[src/rtl/decode_stage.sv]
// Registered instruction-decode stage for the RV32/RV64 core: valid/ready handshake,
// flush, illegal-instruction detection and a saturating count of accepted instructions.
package decode_stage_pkg;
  typedef enum logic [3:0] {
    ALU_ADD, ALU_SUB, ALU_SLL, ALU_SLT, ALU_SLTU,
    ALU_XOR, ALU_SRL, ALU_SRA, ALU_OR,  ALU_AND
  } alu_op_t;

  localparam logic [6:0] OPC_LOAD      = 7'b0000011;
  localparam logic [6:0] OPC_OP_IMM    = 7'b0010011;
  localparam logic [6:0] OPC_OP_IMM_32 = 7'b0011011;
  localparam logic [6:0] OPC_STORE     = 7'b0100011;
  localparam logic [6:0] OPC_OP        = 7'b0110011;
  localparam logic [6:0] OPC_LUI       = 7'b0110111;
  localparam logic [6:0] OPC_OP_32     = 7'b0111011;
endpackage

module decode_stage
  import decode_stage_pkg::*;
#(
  parameter int XLEN  = 64,
  parameter int CNT_W = 32
) (
  input  logic             clk_i,
  input  logic             rst_i,
  input  logic             flush_i,
  input  logic             in_valid_i,
  output logic             in_ready_o,
  input  logic [31:0]      instr_i,
  input  logic [XLEN-1:0]  pc_i,
  output logic             out_valid_o,
  input  logic             out_ready_i,
  output logic [XLEN-1:0]  pc_o,
  output logic [4:0]       rs1_addr_o,
  output logic [4:0]       rs2_addr_o,
  output logic [4:0]       rd_addr_o,
  output alu_op_t          alu_op_o,
  output logic             alu_src_o,
  output logic             reg_write_o,
  output logic [XLEN-1:0]  imm_o,
  output logic             word_op_o,
  output logic             mem_read_o,
  output logic             mem_write_o,
  output logic [2:0]       mem_size_o,
  output logic             illegal_o,
  output logic [CNT_W-1:0] instr_cnt_o
);
  localparam bit RV64    = (XLEN == 64);
  localparam int SHAMT_W = RV64 ? 6 : 5;
  localparam int HI_W    = 12 - SHAMT_W;
  // Shift-immediate bits above shamt; SRAI sets only instr[30].
  localparam logic [HI_W-1:0] SRAI_HI = {2'b01, {(HI_W-2){1'b0}}};

  logic [6:0]         opcode;
  logic [2:0]         funct3;
  logic [6:0]         funct7;
  logic [HI_W-1:0]    shift_hi;
  logic signed [11:0] imm_i12;
  logic signed [11:0] imm_s12;
  logic signed [31:0] imm_u32;
  logic               funct7_ok;
  logic               accept;

  assign opcode    = instr_i[6:0];
  assign funct3    = instr_i[14:12];
  assign funct7    = instr_i[31:25];
  assign shift_hi  = instr_i[31:20+SHAMT_W];
  assign imm_i12   = instr_i[31:20];
  assign imm_s12   = {instr_i[31:25], instr_i[11:7]};
  assign imm_u32   = {instr_i[31:12], 12'h000};
  assign funct7_ok = (funct7 == 7'b0000000) ||
                     (funct7 == 7'b0100000 && (funct3 == 3'b000 || funct3 == 3'b101));

  assign in_ready_o = !rst_i && (!out_valid_o || out_ready_i);
  assign accept     = in_valid_i && in_ready_o;

  alu_op_t         d_alu_op;
  logic            d_alu_src, d_reg_write, d_word_op, d_mem_read, d_mem_write, d_illegal;
  logic [2:0]      d_mem_size;
  logic [4:0]      d_rs1;
  logic [XLEN-1:0] d_imm;

  always_comb begin
    // NOTE: every decode output takes a default first, so no path through the case infers a latch.
    d_alu_op    = ALU_ADD;
    d_alu_src   = 1'b0;
    d_reg_write = 1'b0;
    d_word_op   = 1'b0;
    d_mem_read  = 1'b0;
    d_mem_write = 1'b0;
    d_mem_size  = 3'b000;
    d_illegal   = 1'b0;
    d_imm       = '0;
    d_rs1       = instr_i[19:15];

    case (opcode)
      OPC_OP_IMM: begin
        d_alu_src   = 1'b1;
        d_reg_write = 1'b1;
        d_imm       = XLEN'(imm_i12);
        case (funct3)
          3'b001: begin
            d_alu_op  = ALU_SLL;
            d_illegal = (shift_hi != '0);
          end
          3'b010: d_alu_op = ALU_SLT;
          3'b011: d_alu_op = ALU_SLTU;
          3'b100: d_alu_op = ALU_XOR;
          3'b101: begin
            d_alu_op  = instr_i[30] ? ALU_SRA : ALU_SRL;
            d_illegal = (shift_hi != '0) && (shift_hi != SRAI_HI);
          end
          3'b110: d_alu_op = ALU_OR;
          3'b111: d_alu_op = ALU_AND;
          default: d_alu_op = ALU_ADD;
        endcase
      end
      OPC_OP: begin
        d_reg_write = 1'b1;
        d_illegal   = !funct7_ok;
        case (funct3)
          3'b000: d_alu_op = instr_i[30] ? ALU_SUB : ALU_ADD;
          3'b001: d_alu_op = ALU_SLL;
          3'b010: d_alu_op = ALU_SLT;
          3'b011: d_alu_op = ALU_SLTU;
          3'b100: d_alu_op = ALU_XOR;
          3'b101: d_alu_op = instr_i[30] ? ALU_SRA : ALU_SRL;
          3'b110: d_alu_op = ALU_OR;
          default: d_alu_op = ALU_AND;
        endcase
      end
      OPC_LOAD: begin
        d_mem_read  = 1'b1;
        d_reg_write = 1'b1;
        d_alu_src   = 1'b1;
        d_mem_size  = funct3;
        d_imm       = XLEN'(imm_i12);
        d_illegal   = (funct3 == 3'b111) ||
                      (!RV64 && (funct3 == 3'b011 || funct3 == 3'b110));
      end
      OPC_STORE: begin
        d_mem_write = 1'b1;
        d_alu_src   = 1'b1;
        d_mem_size  = funct3;
        d_imm       = XLEN'(imm_s12);
        d_illegal   = funct3[2] || (!RV64 && funct3 == 3'b011);
      end
      OPC_LUI: begin
        d_reg_write = 1'b1;
        d_alu_src   = 1'b1;
        d_imm       = XLEN'(imm_u32);
        d_rs1       = 5'd0;
      end
      OPC_OP_IMM_32: begin
        if (RV64) begin
          d_word_op   = 1'b1;
          d_reg_write = 1'b1;
          d_alu_src   = 1'b1;
          d_imm       = XLEN'(imm_i12);
          case (funct3)
            3'b000: d_alu_op = ALU_ADD;
            3'b001: begin
              d_alu_op  = ALU_SLL;
              d_illegal = (funct7 != 7'b0000000);
            end
            3'b101: begin
              d_alu_op  = instr_i[30] ? ALU_SRA : ALU_SRL;
              d_illegal = (funct7 != 7'b0000000) && (funct7 != 7'b0100000);
            end
            default: d_illegal = 1'b1;
          endcase
        end else begin
          d_illegal = 1'b1;
        end
      end
      OPC_OP_32: begin
        if (RV64) begin
          d_word_op   = 1'b1;
          d_reg_write = 1'b1;
          d_illegal   = !funct7_ok;
          case (funct3)
            3'b000: d_alu_op = instr_i[30] ? ALU_SUB : ALU_ADD;
            3'b001: d_alu_op = ALU_SLL;
            3'b101: d_alu_op = instr_i[30] ? ALU_SRA : ALU_SRL;
            default: d_illegal = 1'b1;
          endcase
        end else begin
          d_illegal = 1'b1;
        end
      end
      default: d_illegal = 1'b1;
    endcase

    // An illegal bundle still flows downstream but must not touch state.
    if (d_illegal) begin
      d_reg_write = 1'b0;
      d_mem_read  = 1'b0;
      d_mem_write = 1'b0;
    end
    if (instr_i[11:7] == 5'd0) d_reg_write = 1'b0;
  end

  always_ff @(posedge clk_i) begin
    // NOTE: state uses non-blocking assignments so every register samples pre-edge values.
    if (rst_i) begin
      out_valid_o <= 1'b0;
      pc_o        <= '0;
      rs1_addr_o  <= '0;
      rs2_addr_o  <= '0;
      rd_addr_o   <= '0;
      alu_op_o    <= ALU_ADD;
      alu_src_o   <= 1'b0;
      reg_write_o <= 1'b0;
      imm_o       <= '0;
      word_op_o   <= 1'b0;
      mem_read_o  <= 1'b0;
      mem_write_o <= 1'b0;
      mem_size_o  <= '0;
      illegal_o   <= 1'b0;
      instr_cnt_o <= '0;
    end else if (flush_i) begin
      out_valid_o <= 1'b0;
    end else if (accept) begin
      out_valid_o <= 1'b1;
      pc_o        <= pc_i;
      rs1_addr_o  <= d_rs1;
      rs2_addr_o  <= instr_i[24:20];
      rd_addr_o   <= instr_i[11:7];
      alu_op_o    <= d_alu_op;
      alu_src_o   <= d_alu_src;
      reg_write_o <= d_reg_write;
      imm_o       <= d_imm;
      word_op_o   <= d_word_op;
      mem_read_o  <= d_mem_read;
      mem_write_o <= d_mem_write;
      mem_size_o  <= d_mem_size;
      illegal_o   <= d_illegal;
      if (instr_cnt_o != '1) instr_cnt_o <= instr_cnt_o + CNT_W'(1);
    end else if (out_ready_i) begin
      out_valid_o <= 1'b0;
    end
  end
endmodule

[config.mk]
export PLATFORM = sky130hd
export DESIGN_NAME = decode_stage
export DESIGN_NICKNAME = d
export VERILOG_FILES = /design/src/rtl/decode_stage.sv
export SDC_FILE = /design/constraint.sdc
export NUM_CORES = 1
export LEC_CHECK = 0
export ABC_AREA = 1
export CORE_MARGIN = 3
export CORE_UTILIZATION = 27
export CTS_BUF_LIST = sky130_fd_sc_hd__clkbuf_2 sky130_fd_sc_hd__clkbuf_4 sky130_fd_sc_hd__clkbuf_8
export CTS_CLUSTER_SIZE = 14
export DETAILED_ROUTE_END_ITERATION = 12
export HOLD_SLACK_MARGIN = 0.03
export PLACE_DENSITY = 0.58
export SYNTH_ARGS = -nofsm -noshare
export SYNTH_HDL_FRONTEND = slang
export SYNTH_SLANG_ARGS = --single-unit
[constraint.sdc]
create_clock -name clk_i -period 3.7 [get_ports clk_i]
set_input_delay 0.74 -clock clk_i [delete_from_list [all_inputs] [get_ports clk_i]]
set_output_delay 0.74 -clock clk_i [all_outputs]
set_load 0.05 [all_outputs]
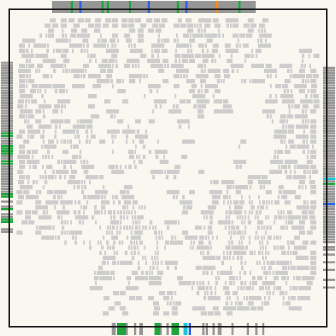
Figure 1: run 1, pin placement.
Pins as bars across the die edge, other pins in gray.
Key: blue = rd_addr_o [pins 5, direction output, edge 3 top, 1 right, 1 bottom]; cyan = mem_size_o [pins 3, direction output, edge 2 bottom, 1 right]; orange = in_ready_o [pins 1, direction output, edge top]; green = instr_i [pins 32, direction input, edge 13 left, 12 bottom, 6 top, 1 right]
All pins by edge: 119 top, 77 right, 63 left, 32 bottom.

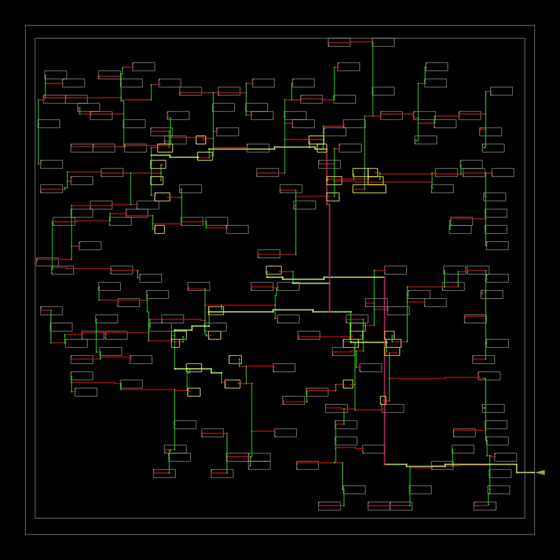
Figure 2: run 1, clock routing.
CTS Buf Count: 17
clk pwr: 1.35 mW

==> GITHUB_STEP_SUMMARY, run 1 <==
## Synthesis and layout report

| Metric | Value |
|---|---|
| Clock sinks | `157` |
| DP HPWL | `18000 µm` |
| Diode count | `0` |
| Data required, critical path | `2960 ps` |
| # rows | `59` |
| XOR-XNOR Cells, Area Fraction | `0.01805` |
| Crit-path cells | `clkdlybuf4s50_1, inv_1, a21oi_1, clkdlybuf4s50_1` |
| Cts hold-fix bufs | `0` |
| Final setup viols | `0` |
| DR vias | `7317` |
| RSZ-0062 raised after global routing | `false` |
| WP depth | `4` |
| Cell repeated most along the worst path | `clkdlybuf4s50_1` |
| Dpl ws | `782.2 ps` |
| Largest net degree at the start of global routing | `115` |
| FFs w/ async S/R, synth | `0` |
| Die ar. | `0.02897 mm²` |
| Grt met2 use | `0.2731` |
| Area share, top type | `0.4318` |
| Largest stage delay, worst path | `820 ps` |
| Core area | `0.02628 mm²` |
| GRT overflow | `0` |
| CTS tree | `done` |
| Cell Int Power | `2.499 mW` |
| PostCTS Resize Cnt | `0` |
| Yosys cell count | `1032` |
| Seq pwr share | `0.483` |
| Hold_ws | `466.8 ps` |
| Sw Ratio | `0.3089` |
| Antenna-violating nets left | `0` |
| Worst setup endpoint | `in_ready_o` |
| Outcome | `complete, no violations` |
| Hold path endpoint | `pc_o[30]$_SDFFE_PP0P_` |
| Unique masters post-synth | `44` |
| Number of warnings in the stage logs | `28` |
| Synth-to-layout area growth | `45.46%` |
| Seq share, synth | `0.4318` |
| Max cap viols | `0` |
| Worst slew pin tran | `898.1 ps` |
| Power share of the clock group | `0.374` |
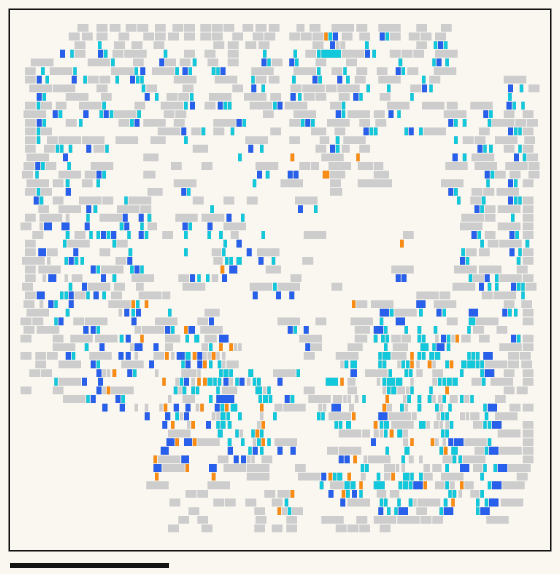
Figure 3: run 1, gate-type map.
Scale bar: 50 µm.
Key: blue = aoi and oai cells [cells 209, where spread over the die]; cyan = nand cells [cells 392, where spread over the die]; orange = inv cells [cells 63]

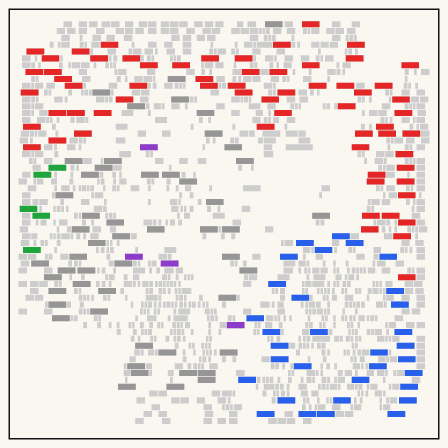
Figure 4: run 1, sequential cells grouped by signal name.
Key: purple = alu_op_o [placed flops 4]; blue = instr_cnt_o [placed flops 32, where bottom right]; green = rs1_addr_o [placed flops 5, where left middle]; red = pc_o [placed flops 64]

run 1: area by class of cell:
class	instances	area [µm²]	area share
repair buffers	299	2993	0.2826
flip-flops and latches	157	3143	0.2968
clock inverters	15	162.7	0.01536
well taps	335	419.2	0.03958
clock buffers	17	234.0	0.02210
inverters	63	239.0	0.02257
multi-input cells	726	3398	0.3209
run 1: registers in the layout (all words and copies together) (netlist names):
register	count
word_op_o	1
alu_src_o	1
imm_o	32
reg_write_o	1
mem_read_o	1
instr_cnt_o	32
pc_o	64
out_valid_o	1
mem_write_o	1
rs2_addr_o	5
rd_addr_o	5
illegal_o	1
rs1_addr_o	5
alu_op_o	4
mem_size_o	3
==> run 2: changes to the inputs <==
==> constraint.sdc (replaced) <==
create_clock -name clk_i -period 2.8 [get_ports clk_i]
set_input_delay 0.56 -clock clk_i [delete_from_list [all_inputs] [get_ports clk_i]]
set_output_delay 0.56 -clock clk_i [all_outputs]
set_load 0.05 [all_outputs]
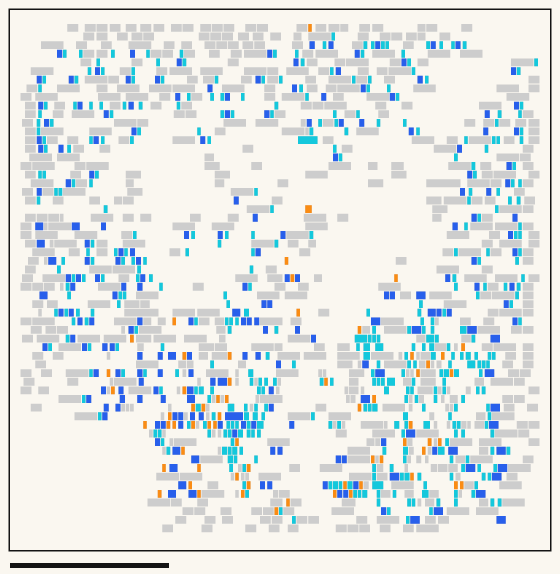
Figure 5: run 2, gate-type map.
Scale bar: 50 µm.
Key: cyan = nand cells [cells 392, where spread over the die]; orange = inv cells [cells 63]; blue = aoi and oai cells [cells 209, where spread over the die]

==> GITHUB_STEP_SUMMARY, run 2 <==
## Synthesis and layout report

| Metric | Value |
|---|---|
| Largest stage delay, worst path | `880 ps (+60 ps)` |
| FFs w/ async S/R, synth | `0 (unchanged)` |
| Outcome | `complete, no violations` |
| RSZ-0062 raised after global routing | `false` |
| # rows | `59 (unchanged)` |
| Area share, top type | `0.4318 (unchanged)` |
| CTS tree | `done` |
| PostCTS Resize Cnt | `0 (unchanged)` |
| Grt met2 use | `0.2845 (+0.01144)` |
| Crit-path cells | `buf_4, clkdlybuf4s50_1` |
| Core area | `0.02628 mm² (unchanged)` |
| Seq share, synth | `0.4318 (unchanged)` |
| DP HPWL | `18580 µm (+3.2%)` |
| Dpl ws | `248.2 ps (-534.0 ps)` |
| Worst slew pin tran | `915.4 ps (+17.30 ps)` |
| Clock sinks | `157 (unchanged)` |
| Data required, critical path | `2240 ps (-720 ps)` |
| GRT overflow | `0 (unchanged)` |
| Max cap viols | `0 (unchanged)` |
| Unique masters post-synth | `44 (unchanged)` |
| Top Registers | `pc_o (64), imm_o (32), instr_cnt_o (32)` |
| Yosys cell count | `1032 (unchanged)` |
| Die ar. | `0.02897 mm² (unchanged)` |
| Final setup viols | `0 (unchanged)` |
| Number of warnings in the stage logs | `29 (+3.6%)` |
| Hold path endpoint | `pc_o[30]$_SDFFE_PP0P_` |
| Number of flip-flops in the largest register | `64 (unchanged)` |
| CTS Buf Count | `17 (unchanged)` |
| Antenna-violating nets left | `0 (unchanged)` |
| Largest net degree at the start of global routing | `115 (unchanged)` |
[run 2: cell count changes in the layout (fill, tap and decap cells not counted)]
cell,previous run,this run
clkdlybuf4s50_1,289,286
buf_12,2,4
bufinv_16,1,2
buf_4,8,13
diode_2,0,1
inv_8,6,3
inv_6,6,5
clkbuf_8,17,18
clkinv_2,1,0
clkinv_4,0,3
[run 2: power breakdown]
part	switching, mW	internal (mW)
sequential	0.0272	2.28
combinational	0.420	0.268
clock	0.987	0.854
total	1.43	3.40
[run 2: cell type report]
cell class / count / area [µm²]
clock inverters: 14 / 171.4
multi-input cells: 726 / 3398
clock buffers: 18 / 247.7
repair buffers: 303 / 3040
fillers: 2716 / 15620
well taps: 335 / 419.2
inverters: 63 / 239.0
flip-flops and latches: 157 / 3143
diodes: 1 / 2.502
No activity file was given, so power comes from the tool's default toggle rates.
